## config.mk

```make
export PLATFORM = sky130hd
export DESIGN_NAME = simd_enable_stack_flat
export DESIGN_NICKNAME = d
export VERILOG_FILES = /design/src/rtl/simd_enable_stack_if.sv /design/src/rtl/simd_enable_stack.sv /design/src/flat_wrapper.sv
export SDC_FILE = /design/constraint.sdc
export NUM_CORES = 1
export LEC_CHECK = 0
export CAP_MARGIN = 20
export CORE_UTILIZATION = 54
export DETAILED_ROUTE_END_ITERATION = 7
export GPL_TIMING_DRIVEN = 1
export PLACE_DENSITY = 0.85
export SETUP_SLACK_MARGIN = 0.5
export SYNTH_ARGS = -nofsm -noshare
export SYNTH_HDL_FRONTEND = slang
export SYNTH_SLANG_ARGS = --single-unit
```

## constraint.sdc

```tcl
create_clock -name clk -period 7.3 [get_ports clk]
set_input_delay 0.73 -clock clk [delete_from_list [all_inputs] [get_ports clk]]
set_output_delay 0.73 -clock clk [all_outputs]
set_load 0.05 [all_outputs]
```

## src/rtl/simd_enable_stack_if.sv

```systemverilog
// ----------------------------------------------------------------------------
// simd_enable_stack_if
// Bus between the CU decode stage and the per-lane enable-mask stack.
//   op_valid  CU -> stack  op/cond valid this cycle
//   op        CU -> stack  000 nop, 001 push, 010 pop, 011 allen, 100 cond-clear
//   cond      CU -> stack  per-lane keep condition for cond-clear
//   en        stack -> CU  registered top-of-stack bit per lane
//   any_en    stack -> CU  OR of en, used to skip a jumpf block
//   depth     stack -> CU  current push depth
//   overflow  stack -> CU  sticky push-at-full flag
//   underflow stack -> CU  sticky pop-at-empty flag
//   halt      stack -> CU  sticky trap (only with ENSTK_TRAP_EN)
// Modports: master = CU side, slave = stack side.
// ----------------------------------------------------------------------------
interface simd_enable_stack_if #(
    parameter int NPROC = 2,
    parameter int DEPTH = 32
);
    localparam int DW = $clog2(DEPTH);

    logic             op_valid;
    logic [2:0]       op;
    logic [NPROC-1:0] cond;
    logic [NPROC-1:0] en;
    logic             any_en;
    logic [DW-1:0]    depth;
    logic             overflow;
    logic             underflow;
    logic             halt;

    modport master (
        output op_valid, op, cond,
        input  en, any_en, depth, overflow, underflow, halt
    );

    modport slave (
        input  op_valid, op, cond,
        output en, any_en, depth, overflow, underflow, halt
    );
endinterface

```

## src/rtl/simd_enable_stack.sv

```systemverilog
// ----------------------------------------------------------------------------
// simd_enable_stack
// Per-lane enable-mask stack for the SIMD control unit. NPROC independent bit
// stacks of DEPTH entries share a single depth counter since control flow is
// uniform across lanes. Executes push/pop/allen/cond-clear ops from CU decode
// and drives each PE enable plus an any-enabled summary.
// Ports:
//   clk    system clock
//   reset  synchronous, active-high; forces all lanes enabled, depth 0, flags 0
//   bus    simd_enable_stack_if.slave (op_valid/op/cond in; en/any_en/depth/
//          overflow/underflow/halt out)
// Configuration:
//   ENSTK_TRAP_EN  when defined, a push at full or pop at empty is dropped,
//                  the matching flag and halt are set, and all later ops are
//                  ignored until reset. Undefined: lossy shift, halt tied 0.
// ----------------------------------------------------------------------------
module simd_enable_stack #(
    parameter int NPROC = 2,
    parameter int DEPTH = 32
) (
    input logic             clk,
    input logic             reset,
    simd_enable_stack_if.slave bus
);
    localparam int DW = $clog2(DEPTH);
    localparam logic [DW-1:0] DEPTH_MAX = DW'(DEPTH - 1);

    localparam logic [2:0] OP_PUSH  = 3'b001;
    localparam logic [2:0] OP_POP   = 3'b010;
    localparam logic [2:0] OP_ALLEN = 3'b011;
    localparam logic [2:0] OP_COND  = 3'b100;

    // Bit 0 of each lane stack is the live enable (top of stack).
    logic [DEPTH-1:0] stk [NPROC];
    logic [DW-1:0]    depth_q;
    logic             overflow_q;
    logic             underflow_q;
    logic             halt_q;

    logic             at_full;
    logic             at_empty;
    logic             op_ok;

    assign at_full  = (depth_q == DEPTH_MAX);
    assign at_empty = (depth_q == '0);
    // halt_q is constant 0 in the lossy build, so this reduces to op_valid.
    assign op_ok    = bus.op_valid && !halt_q;

    always_ff @(posedge clk) begin
        if (reset) begin
            for (int i = 0; i < NPROC; i++) stk[i] <= '1;
            depth_q     <= '0;
            overflow_q  <= 1'b0;
            underflow_q <= 1'b0;
        end else if (op_ok) begin
            case (bus.op)
                OP_PUSH: begin
                    if (at_full) overflow_q <= 1'b1;
                    else         depth_q    <= depth_q + 1'b1;
`ifdef ENSTK_TRAP_EN
                    if (!at_full)
`endif
                    // Duplicate the top; at full the bottom entry falls off.
                    for (int i = 0; i < NPROC; i++)
                        stk[i] <= {stk[i][DEPTH-2:0], stk[i][0]};
                end
                OP_POP: begin
                    if (at_empty) underflow_q <= 1'b1;
                    else          depth_q     <= depth_q - 1'b1;
`ifdef ENSTK_TRAP_EN
                    if (!at_empty)
`endif
                    // Refill the bottom with enabled so an underflowing pop
                    // eventually re-enables every lane.
                    for (int i = 0; i < NPROC; i++)
                        stk[i] <= {1'b1, stk[i][DEPTH-1:1]};
                end
                OP_ALLEN: begin
                    for (int i = 0; i < NPROC; i++) stk[i][0] <= 1'b1;
                end
                OP_COND: begin
                    for (int i = 0; i < NPROC; i++)
                        stk[i][0] <= stk[i][0] & bus.cond[i];
                end
                default: ;
            endcase
        end
    end

`ifdef ENSTK_TRAP_EN
    always_ff @(posedge clk) begin
        if (reset)
            halt_q <= 1'b0;
        else if (op_ok && ((bus.op == OP_PUSH && at_full) ||
                           (bus.op == OP_POP  && at_empty)))
            halt_q <= 1'b1;
    end
`else
    assign halt_q = 1'b0;
`endif

    always_comb begin
        bus.en = '0;
        for (int i = 0; i < NPROC; i++) bus.en[i] = stk[i][0];
    end

    assign bus.any_en    = |bus.en;
    assign bus.depth     = depth_q;
    assign bus.overflow  = overflow_q;
    assign bus.underflow = underflow_q;
    assign bus.halt      = halt_q;
endmodule

```

## src/flat_wrapper.sv

```systemverilog
// flat-port wrapper written by rule: the top's interface ports become plain ports
module simd_enable_stack_flat 
#(
    parameter int NPROC = 2,
    parameter int DEPTH = 32
)
  (clk, reset, bus_op_valid, bus_op, bus_cond, bus_en, bus_any_en, bus_depth, bus_overflow, bus_underflow, bus_halt);
  simd_enable_stack_if #(.NPROC(NPROC), .DEPTH(DEPTH)) bus_i ();
  input logic clk;
  input logic reset;
  input wire logic [$bits(bus_i.op_valid)-1:0] bus_op_valid;
  input wire logic [$bits(bus_i.op)-1:0] bus_op;
  input wire logic [$bits(bus_i.cond)-1:0] bus_cond;
  output wire logic [$bits(bus_i.en)-1:0] bus_en;
  output wire logic [$bits(bus_i.any_en)-1:0] bus_any_en;
  output wire logic [$bits(bus_i.depth)-1:0] bus_depth;
  output wire logic [$bits(bus_i.overflow)-1:0] bus_overflow;
  output wire logic [$bits(bus_i.underflow)-1:0] bus_underflow;
  output wire logic [$bits(bus_i.halt)-1:0] bus_halt;
  assign bus_i.op_valid = bus_op_valid;
  assign bus_i.op = bus_op;
  assign bus_i.cond = bus_cond;
  assign bus_en = bus_i.en;
  assign bus_any_en = bus_i.any_en;
  assign bus_depth = bus_i.depth;
  assign bus_overflow = bus_i.overflow;
  assign bus_underflow = bus_i.underflow;
  assign bus_halt = bus_i.halt;
  simd_enable_stack #(.NPROC(NPROC), .DEPTH(DEPTH)) u_core (.clk(clk), .reset(reset), .bus(bus_i));
endmodule
```

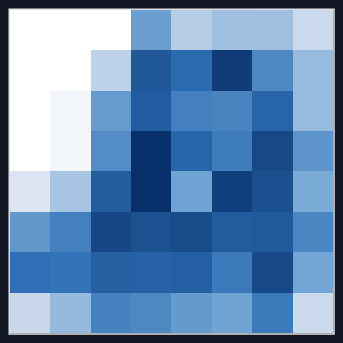
(run_1/cell_density.png)
Drawn at 4 px/um. The die is cut into 8 by 8 equal tiles; white is low, dark blue is high, 0 to 100% covered.
tiles over 75% full: 33%
mean over tiles: 56%
fullest tile: 100%
densest ninth of the die: centre
nearly empty tiles: 11%

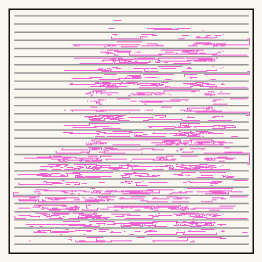
(run_1/layer_met1.png)
Drawn at 3 px/um. Supply wires on this layer in grey.
share of all routed wire: 49%
wire length on this layer: 2900 um
nets with wire on the layer: 227
main direction: horizontal
longest straight run: 29.4 um
total number of vias: 2082
final WL: 5910 um

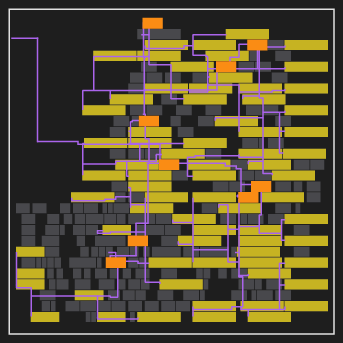
(run_1/clk_routes.png)
Drawn at 4 px/um.
[yellow] flip-flops | count: 71
[orange] clock drivers | count: 9
[purple] clock wires | length: 885 um
flops lie: spread over the die
routed clock nets: 10
Clk pwr share: 0.363
Clk power: 298 uW
Clock Skew: 9.64 ps
Late-Pin Clk Latency: 340 ps

## run 1: cell usage after synthesis, types with 2 or more instances
cell type   n  area share
a21oi_1     7       0.010
buf_2      11       0.016
buf_4       3      0.0067
clkbuf_1   11       0.012
dfxtp_1     7       0.042
edfxtp_1   64        0.57
ha_1        2      0.0075
inv_1       2      0.0022
mux2_1      2      0.0067
nand2_1     6      0.0067
nand3_1     3      0.0045
nor2_1      8      0.0089
nor2b_1     6       0.011
o21a_1      2      0.0045
o21ai_1     2      0.0030
o221a_1     2      0.0067
o221a_2    58        0.19
xor2_1      3      0.0078
## run 1: cell type report
cell class | instances | area share
clock buffers | 11 | 0.0351
clock inverters | 4 | 0.0127
inverters | 2 | 0.00200
multi-input cells | 127 | 0.311
flip-flops and latches | 71 | 0.551
well taps | 75 | 0.0251
repair buffers | 21 | 0.0635
## run 1: through the flow
stage          std cells  hold slack (ps)  worst slack [ps]  area, um2  total power, mW
3_5_place_dp         293              470              3970       3510            0.529
4_1_cts              308              481              4330       3680            0.822
3_3_place_gp         293              446              4010       3510            0.527
6_report             311              476              4570       3740            0.819
5_1_grt              311              492              4310       3740            0.842
2_1_floorplan        226              536              4220       3360            0.515
## run 1: report_power, final
part,switching (mW),internal [mW]
registers,0.00767,0.458
clock network,0.142,0.155
logic,0.0326,0.0236
## run 1: cell families after synthesis
group | Yosys count | synth area share
AOI/OAI and AO/OA | 83 | 0.256
DFF | 71 | 0.614
and+or+nand+nor | 35 | 0.0626
buffers and inverters | 28 | 0.0410
xor gates and xnor gates | 3 | 0.00783
muxes | 3 | 0.00969
adders and majority gates | 2 | 0.00746
other | 1 | 0.00112
## run 1: sequential cells by signal, summed over array words and instances, names as in the netlist
register and count:
u_core.stk 64, u_core.bus.depth 5, u_core.bus.overflow 1, u_core.bus.underflow 1
==> results.ini, run 1 <==
[synthesis]
syn_nets=236
synth_area_per_cell_um2=14.8
synthCells=226
syn_area_mm2=0.00336
ff_type=edfxtp_1

[clock_tree]
post_cts_resized=0
cts_tree=built
root_buffer=clkbuf_8

[final_timing]
fmax_mhz=366

[grt]
use_met3=0.0382
first_global_vias=1878
global_route.usage.met2=0.282
use_met1=0.280
antenna_found_initial=0
grt_pass1_wl_um=9530

[power_and_ir_drop]
p_per_area_mw_per_mm2=219
ir_drop_v=0.000123
leakage_nw=1.07

[placement]
place.gp.congestion=0.767

[job]
warning_count=26
drv_cap=0

[finish]
fin_nets=242
lay_top_cells=edfxtp_1 (64), o221a_2 (58), clkdlybuf4s50_1 (17)
layout-drive-gt1-share=0.373
diodes=0

[critical_path]
timing.rr.end=u_core.bus.depth[4]
cpPeakStageDelay_ps=640
critPathRequiredTime_ps=7530
path_delay_family=buffers and inverters
cp-endpoint=u_core.bus.depth[4]
critical_path.max_fanout=9

[floorplan]
io_pins=19
rows=28
fp_util=0.563
die_w_um=80.8

[detailed_routing]
drtIter0Drc=258
post_drt_wl_per_cell_um=19.0
routed-wl-met3_um=239
m1WireLength_um=2900

[status]
status=finished clean

==> run 2: changes to the inputs <==
CORE_UTILIZATION = 53   (was 54)
PLACE_DENSITY = 0.87   (was 0.85)
clock period = 2.31 ns   (was 7.3 ns; I/O delays follow)
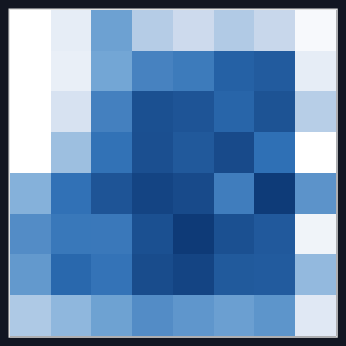
(run_2/cell_density.png)
Drawn at 4 px/um. The die is cut into 8 by 8 equal tiles; white is low, dark blue is high, 0 to 100% covered.
mean over tiles: 56%
fullest tile: 96%
emptiest ninth of the die: north-west
nearly empty tiles: 7.8%
densest ninth of the die: centre
tiles over 75% full: 34%

==> results.ini, run 2 <==
[synthesis]
synth.top_cell.area_share=0.573  ; unchanged
synthCells=226  ; unchanged
most_common_cell=edfxtp_1
ys_sh_simple=0.0626  ; unchanged
adder_share=0.00746  ; unchanged
synth_area_leader_cell=edfxtp_1
logic_family=AND-OR/OR-AND gates
aoi_share=0.256  ; unchanged
synth_area_per_cell_um2=14.8  ; unchanged
ff_type=edfxtp_1
area_leaders=edfxtp_1 (57%), o221a_2 (19%), dfxtp_1 (4.2%)
common_cells=edfxtp_1 (64), o221a_2 (58), buf_2 (11), clkbuf_1 (11), nor2_1 (8)
synthDistinctLibCells=45
synthMuxAreaShare=0.00969  ; unchanged
ys_sh_xor=0.00783  ; unchanged
syn_area_mm2=0.00336  ; unchanged
syn_nets=236  ; unchanged
ys_seq_frac=0.614

[finish]
layout-drive-gt1-share=0.429  ; +0.0563
fin_nets=252  ; +4.1%
top_register=u_core.stk
lay_top_cells=edfxtp_1 (64), o221a_2 (58), clkbuf_8 (9), dlygate4sd2_1 (9), buf_4 (9)
finalInstanceArea_mm2=0.00383  ; +2.4%
final_cells=322  ; +3.5%
largest_register_ff_count=64  ; unchanged
postLayoutCoreUtil=0.636
diodes=0  ; unchanged
final-seq-area_mm2=0.00207
comb_area_mm2=0.00117

[power_and_ir_drop]
clockPowerShare=0.343  ; -0.020
power_mw=2.54  ; +210%
ir_drop_v=0.000375  ; +210%
internal_power_mw=1.92  ; +200%
leakage_nw=1.15  ; +6.9%
p_sw_uw=614  ; +240%
switching_share=0.242  ; +0.0190
sequentialPowerShare=0.579  ; +0.011
p_comb_frac=0.078  ; +0.009
p_per_area_mw_per_mm2=662  ; +200%

[detailed_routing]
antenna_left=0
routed_wl_um=6040  ; +2.3%
post_drt_wl_per_cell_um=18.8  ; -1.2%
via_count=2124  ; +2.0%
drtIter0Drc=272  ; +5.4%

[final_timing]
finalWorstSetupSlack_ps=569  ; -4000 ps
layout_min_cycle_time_ps=1740
slew_headroom=0.669
skew_ps=5.29  ; -4.35 ps
hold_ws_ps=485  ; +8.28 ps
fmax_mhz=575

[grt]
antenna_found_initial=0  ; unchanged
grt_max_degree=65
grt_pass1_wl_um=9960  ; +4.5%
first_global_vias=1984  ; +5.6%

[clock_tree]
cts_tree=built
clock_latency_ps=340  ; about the same
ctsHoldBuffers=0
root_buffer=clkbuf_8

[critical_path]
cpPeakStageDelay_ps=810  ; +170 ps
start_kind=register
critical_path.max_fanout=5  ; -4
timing.rr.end=u_core.bus.depth[4]
critPathRequiredTime_ps=2080  ; -5450 ps
path_delay_family=buffers and inverters

[job]
drv_cap=0  ; unchanged
warning_count=28  ; +7.7%

[floorplan]
die_y_um=81.6
die_w_um=81.6  ; +0.92%
fp_util=0.557  ; -0.00655
io_pins=19  ; unchanged
rows=28  ; unchanged

[placement]
dp_slack_ps=54.7  ; -3910 ps
place.gp.congestion=0.764  ; -0.48%
post_dp_cell_area_mm2=0.00366  ; +4.5%
dpl.hpwl_um=3450
numPlacedInstances=304  ; +3.8%

[status]
status=finished clean

-- run 2: per-layer routing --
layer	global-route usage	vias to the layer above	wire [um]
met5	0	-	0
met4	0.0754	0	46
met3	0.0533	4	309
met1	0.290	1070	2760
met2	0.289	62	2920
li1	-	988	-
-- run 2: power by group through the flow --
stage | clock network (mW) | logic (mW) | registers [mW]
2_1_floorplan | 0 | 0.132 | 1.50
3_3_place_gp | 0 | 0.194 | 1.50
3_5_place_dp | 0 | 0.198 | 1.50
4_1_cts | 0.896 | 0.198 | 1.47
5_1_grt | 0.939 | 0.214 | 1.47
6_report | 0.871 | 0.197 | 1.47
-- run 2: area by class of cell --
cell class                 count  area share
sequential                    71       0.539
clock inverter                 7      0.0124
tap                           75      0.0245
multi-input combinational    127       0.306
timing repair buffer          31      0.0838
inverter                       2     0.00196
clock buffer                   9      0.0323
-- run 2: logic make-up (layout without fill, tap and decap cells) --
group,after synthesis,count (layout)
buf+inv,28,49
other cells,1,1
fa+ha+maj,2,2
simple gates,35,35
compound gates,83,83
mux,3,3
xor+xnor,3,3
flops,71,71
-- run 2: worst max-delay path by stage --
stage,from,end,slack (ps),cells past startpoint
after CTS,u_core.stk[0][32],bus_any_en,500,2
final,u_core.bus.depth[4],bus_depth[4],570,1
after global routing,u_core.bus.depth[1],u_core.bus.depth[4],520,6
after detailed placement,bus_op[2],u_core.bus.depth[4],50,8
after floorplan,bus_op[2],u_core.bus.depth[4],470,8
after global placement,bus_op[2],u_core.bus.depth[4],150,8
-- run 2: worst min-delay path: cells and delay by family, from the launching register on --
kind,cells,cell delay (ps)
buf+inv,1,50
flops,1,320
compound gates,1,60
-- run 2: timing repair --
item / 4_1_cts / 5_1_grt
cloned: 0 / 0
gates resized: 10 / 2
endpoints found under the setup margin: 8 / 3
buffers inserted: 1 / 1
pin swaps: 2 / 1
==> run 3: changes to the inputs <==
clock period = 1.4 ns   (was 2.31 ns; I/O delays follow)
==> results.ini, run 3 <==
[placement]
portBuffers=17
place.gp.congestion=0.760  ; -0.47%
dpl.hpwl_um=4710  ; +37%

[clock_tree]
clock_sinks=71
h-tree-depth=3
ctsHoldBuffers=0  ; unchanged
root_buffer=clkbuf_8
cts_buffer_depth=2
cts_setup_buffers=44  ; +43
post_cts_resized=116  ; +106
numCtsBuffers=9

[synthesis]
adder_share=0.00746  ; unchanged
synth_area_per_cell_um2=14.8  ; unchanged
ff_type=edfxtp_1
area_leaders=edfxtp_1 (57%), o221a_2 (19%), dfxtp_1 (4.2%)
synth_area_leader_cell=edfxtp_1
yosysChipArea_mm2=0.00336
aoi_share=0.256  ; unchanged
synthCells=226  ; unchanged
logic_family=AND-OR/OR-AND gates
synthMuxAreaShare=0.00969  ; unchanged
syn_nets=236  ; unchanged
common_cells=edfxtp_1 (64), o221a_2 (58), buf_2 (11), clkbuf_1 (11), nor2_1 (8)
ys_sh_xor=0.00783  ; unchanged
yosysCellCount=226
ys_sh_simple=0.0626  ; unchanged
most_common_cell=edfxtp_1
ys_seq_frac=0.614  ; unchanged
ys.flops=71
synth.top_cell.area_share=0.573  ; unchanged
synthDistinctLibCells=45  ; unchanged
async_flop_share=0
syn_area_mm2=0.00336  ; unchanged
edf_count=64
yosys_warnings=0

[status]
status=aborted with a tool error
error=[ERROR DPL-0038] Utilization greater than 100%, impossible to legalize
lastStage=clock tree synthesis (4_1_cts)

[floorplan]
fp_util=0.557  ; unchanged
io_pins=19  ; unchanged
die_w_um=81.6  ; unchanged
die_y_um=81.6  ; unchanged
rows=28  ; unchanged

[run 3: cell counts after synthesis]
Identical to the previous run, type by type.
[run 3: stage by stage]
step                      total power [mW]  area [um2]  instances  setup slack, ps
after global placement                2.93        4500        325             -636
after floorplan                       2.79        4050        226             -404
after detailed placement              2.94        4500        325             -738
[run 3: cell families after synthesis]
logic type	after synthesis
AOI/OAI and AO/OA	83
xor gates and xnor gates	3
adders and majority gates	2
buffers and inverters	28
DFF	71
muxes	3
other	1
and+or+nand+nor	35
==> run 4: changes to the inputs <==
CORE_UTILIZATION = 39   (was 53)
PLACE_DENSITY = unset   (was 0.87)
PLACE_DENSITY_LB_ADDON = 0.15   (was unset)
SETUP_SLACK_MARGIN = unset   (was 0.5)
clock period = 1.8 ns   (was 1.4 ns; I/O delays follow)
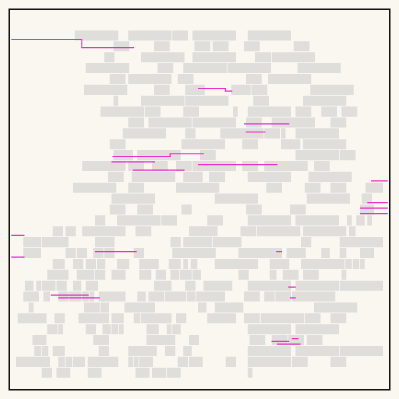
(run_4/layer_met3.png)
Drawn at 4 px/um.
main direction: horizontal
wire length on this layer: 195 um
nets with wire on the layer: 16

==> results.ini, run 4 <==
[clock_tree]
numCtsBuffers=9  ; unchanged
h-tree-depth=3  ; unchanged
clock_sinks=71  ; unchanged
cts_buffer_depth=2  ; unchanged

[floorplan]
io_pins=19  ; unchanged
fp_util=0.406  ; -0.151
taps=105
die_w_um=94.8  ; +16%
die_y_um=94.8  ; +16%
rows=33  ; +18%

[synthesis]
async_flop_share=0  ; unchanged
yosysChipArea_mm2=0.00336  ; unchanged
common_cells=edfxtp_1 (64), o221a_2 (58), buf_2 (11), clkbuf_1 (11), nor2_1 (8)
area_leaders=edfxtp_1 (57%), o221a_2 (19%), dfxtp_1 (4.2%)
synthDistinctLibCells=45  ; unchanged
yosys_warnings=0  ; unchanged
yosysCellCount=226  ; unchanged
synthCells=226  ; unchanged
ys.flops=71  ; unchanged
synth_area_per_cell_um2=14.8  ; unchanged
most_common_cell=edfxtp_1
synth_area_leader_cell=edfxtp_1
synth.top_cell.area_share=0.573  ; unchanged
edf_count=64  ; unchanged
syn_area_mm2=0.00336  ; unchanged

[finish]
seq_cells=71

[final_timing]
fmax_mhz=576
finalHoldViolations=0
finalMaxSlewViolations=0

[placement]
dp_slack_ps=-373  ; +365 ps
portBuffers=17  ; unchanged
place.gp.congestion=0.768  ; +1.1%
dpl.hpwl_um=3890  ; -17%

[status]
status=finished clean

[power_and_ir_drop]
seq-power_mw=1.88
internal_power_mw=2.48

[job]
drv_cap=0

[critical_path]
critical_path_class=reg2out
worstPathArrival_ps=1560

[detailed_routing]
drt-pass1-iter-count=4

## run 4: cell counts after synthesis
No cell type changed its count.
## run 4: per-stage QoR
step | TNS [ps] | std cells | instance area [um2] | util
final | 0 | 367 | 4020 | 0.487
after global routing | 0 | 367 | 4020 | 0.487
after CTS | 0 | 366 | 4010 | 0.485
after detailed placement | -14680 | 349 | 3830 | 0.464
after global placement | -13220 | 349 | 3830 | 0.464
after floorplan | -13.4 | 226 | 3380 | -
## run 4: kinds of logic after synthesis
| group | count (synthesis) | synth area share |
|---|---|---|
| AOI/OAI and AO/OA | 83 | 0.256 |
| xor gates and xnor gates | 3 | 0.00783 |
| adders and majority gates | 2 | 0.00746 |
| buffers and inverters | 28 | 0.0410 |
| DFF | 71 | 0.614 |
| muxes | 3 | 0.00969 |
| other | 1 | 0.00112 |
| and+or+nand+nor | 35 | 0.0626 |
## run 4: metal layers
layer / track usage / routed length, um / up-vias
li1: - / - / 1014
met1: 0.227 / 3210 / 1094
met2: 0.227 / 2980 / 35
met3: 0.0386 / 195 / 10
met4: 0.0606 / 95 / 0
met5: 0 / 0 / -
## run 4: repair_timing
action	CTS	global route
resized	1	4
pin swaps	1	2
endpoints found under the setup margin	2	3
hold buffers	0	0
setup buffers	1	1
## run 4: worst register-to-register path, cell delays in order (launching register included)
cell,delay [ps]
dfxtp_2,340
or4_4,560
o211ai_4,250
a21oi_1,110
mux2_1,300
## run 4: path summary, 6_finish.rpt
kind	slack, ps	endpoint	cells past startpoint	start
max	60	bus_depth[3]	1	u_core.bus.depth[3]
min	460	u_core.bus.underflow	2	u_core.bus.underflow
max reg2reg	130	u_core.bus.depth[4]	4	u_core.bus.depth[4]
min reg2reg	460	u_core.bus.underflow	2	u_core.bus.underflow

## Gallery

Clock routing.
shot_01.png
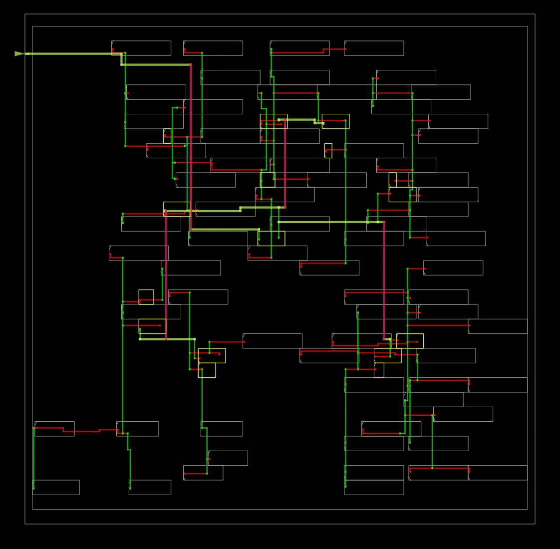
shot_02.png
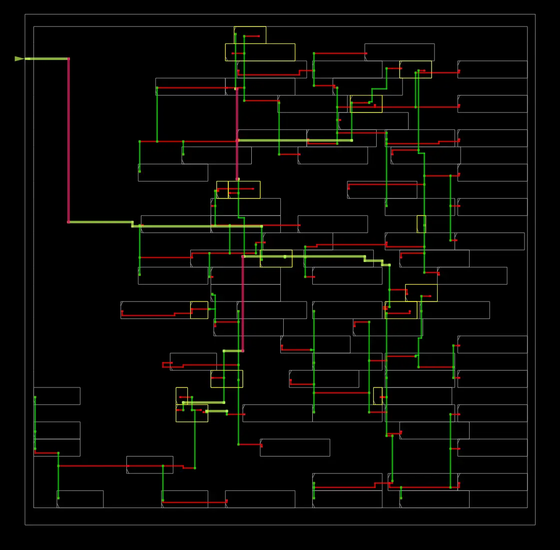
shot_03.png
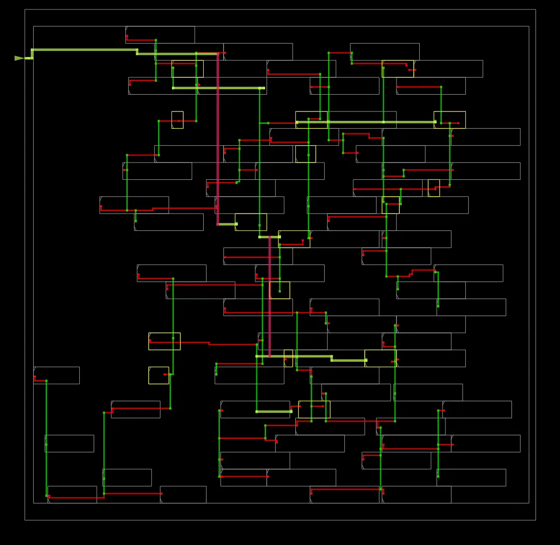
shot_01.png comes from run 4.
shot_03.png comes from run 2.
shot_02.png comes from run 1.

No activity file was given, so power comes from the tool's default toggle rates.
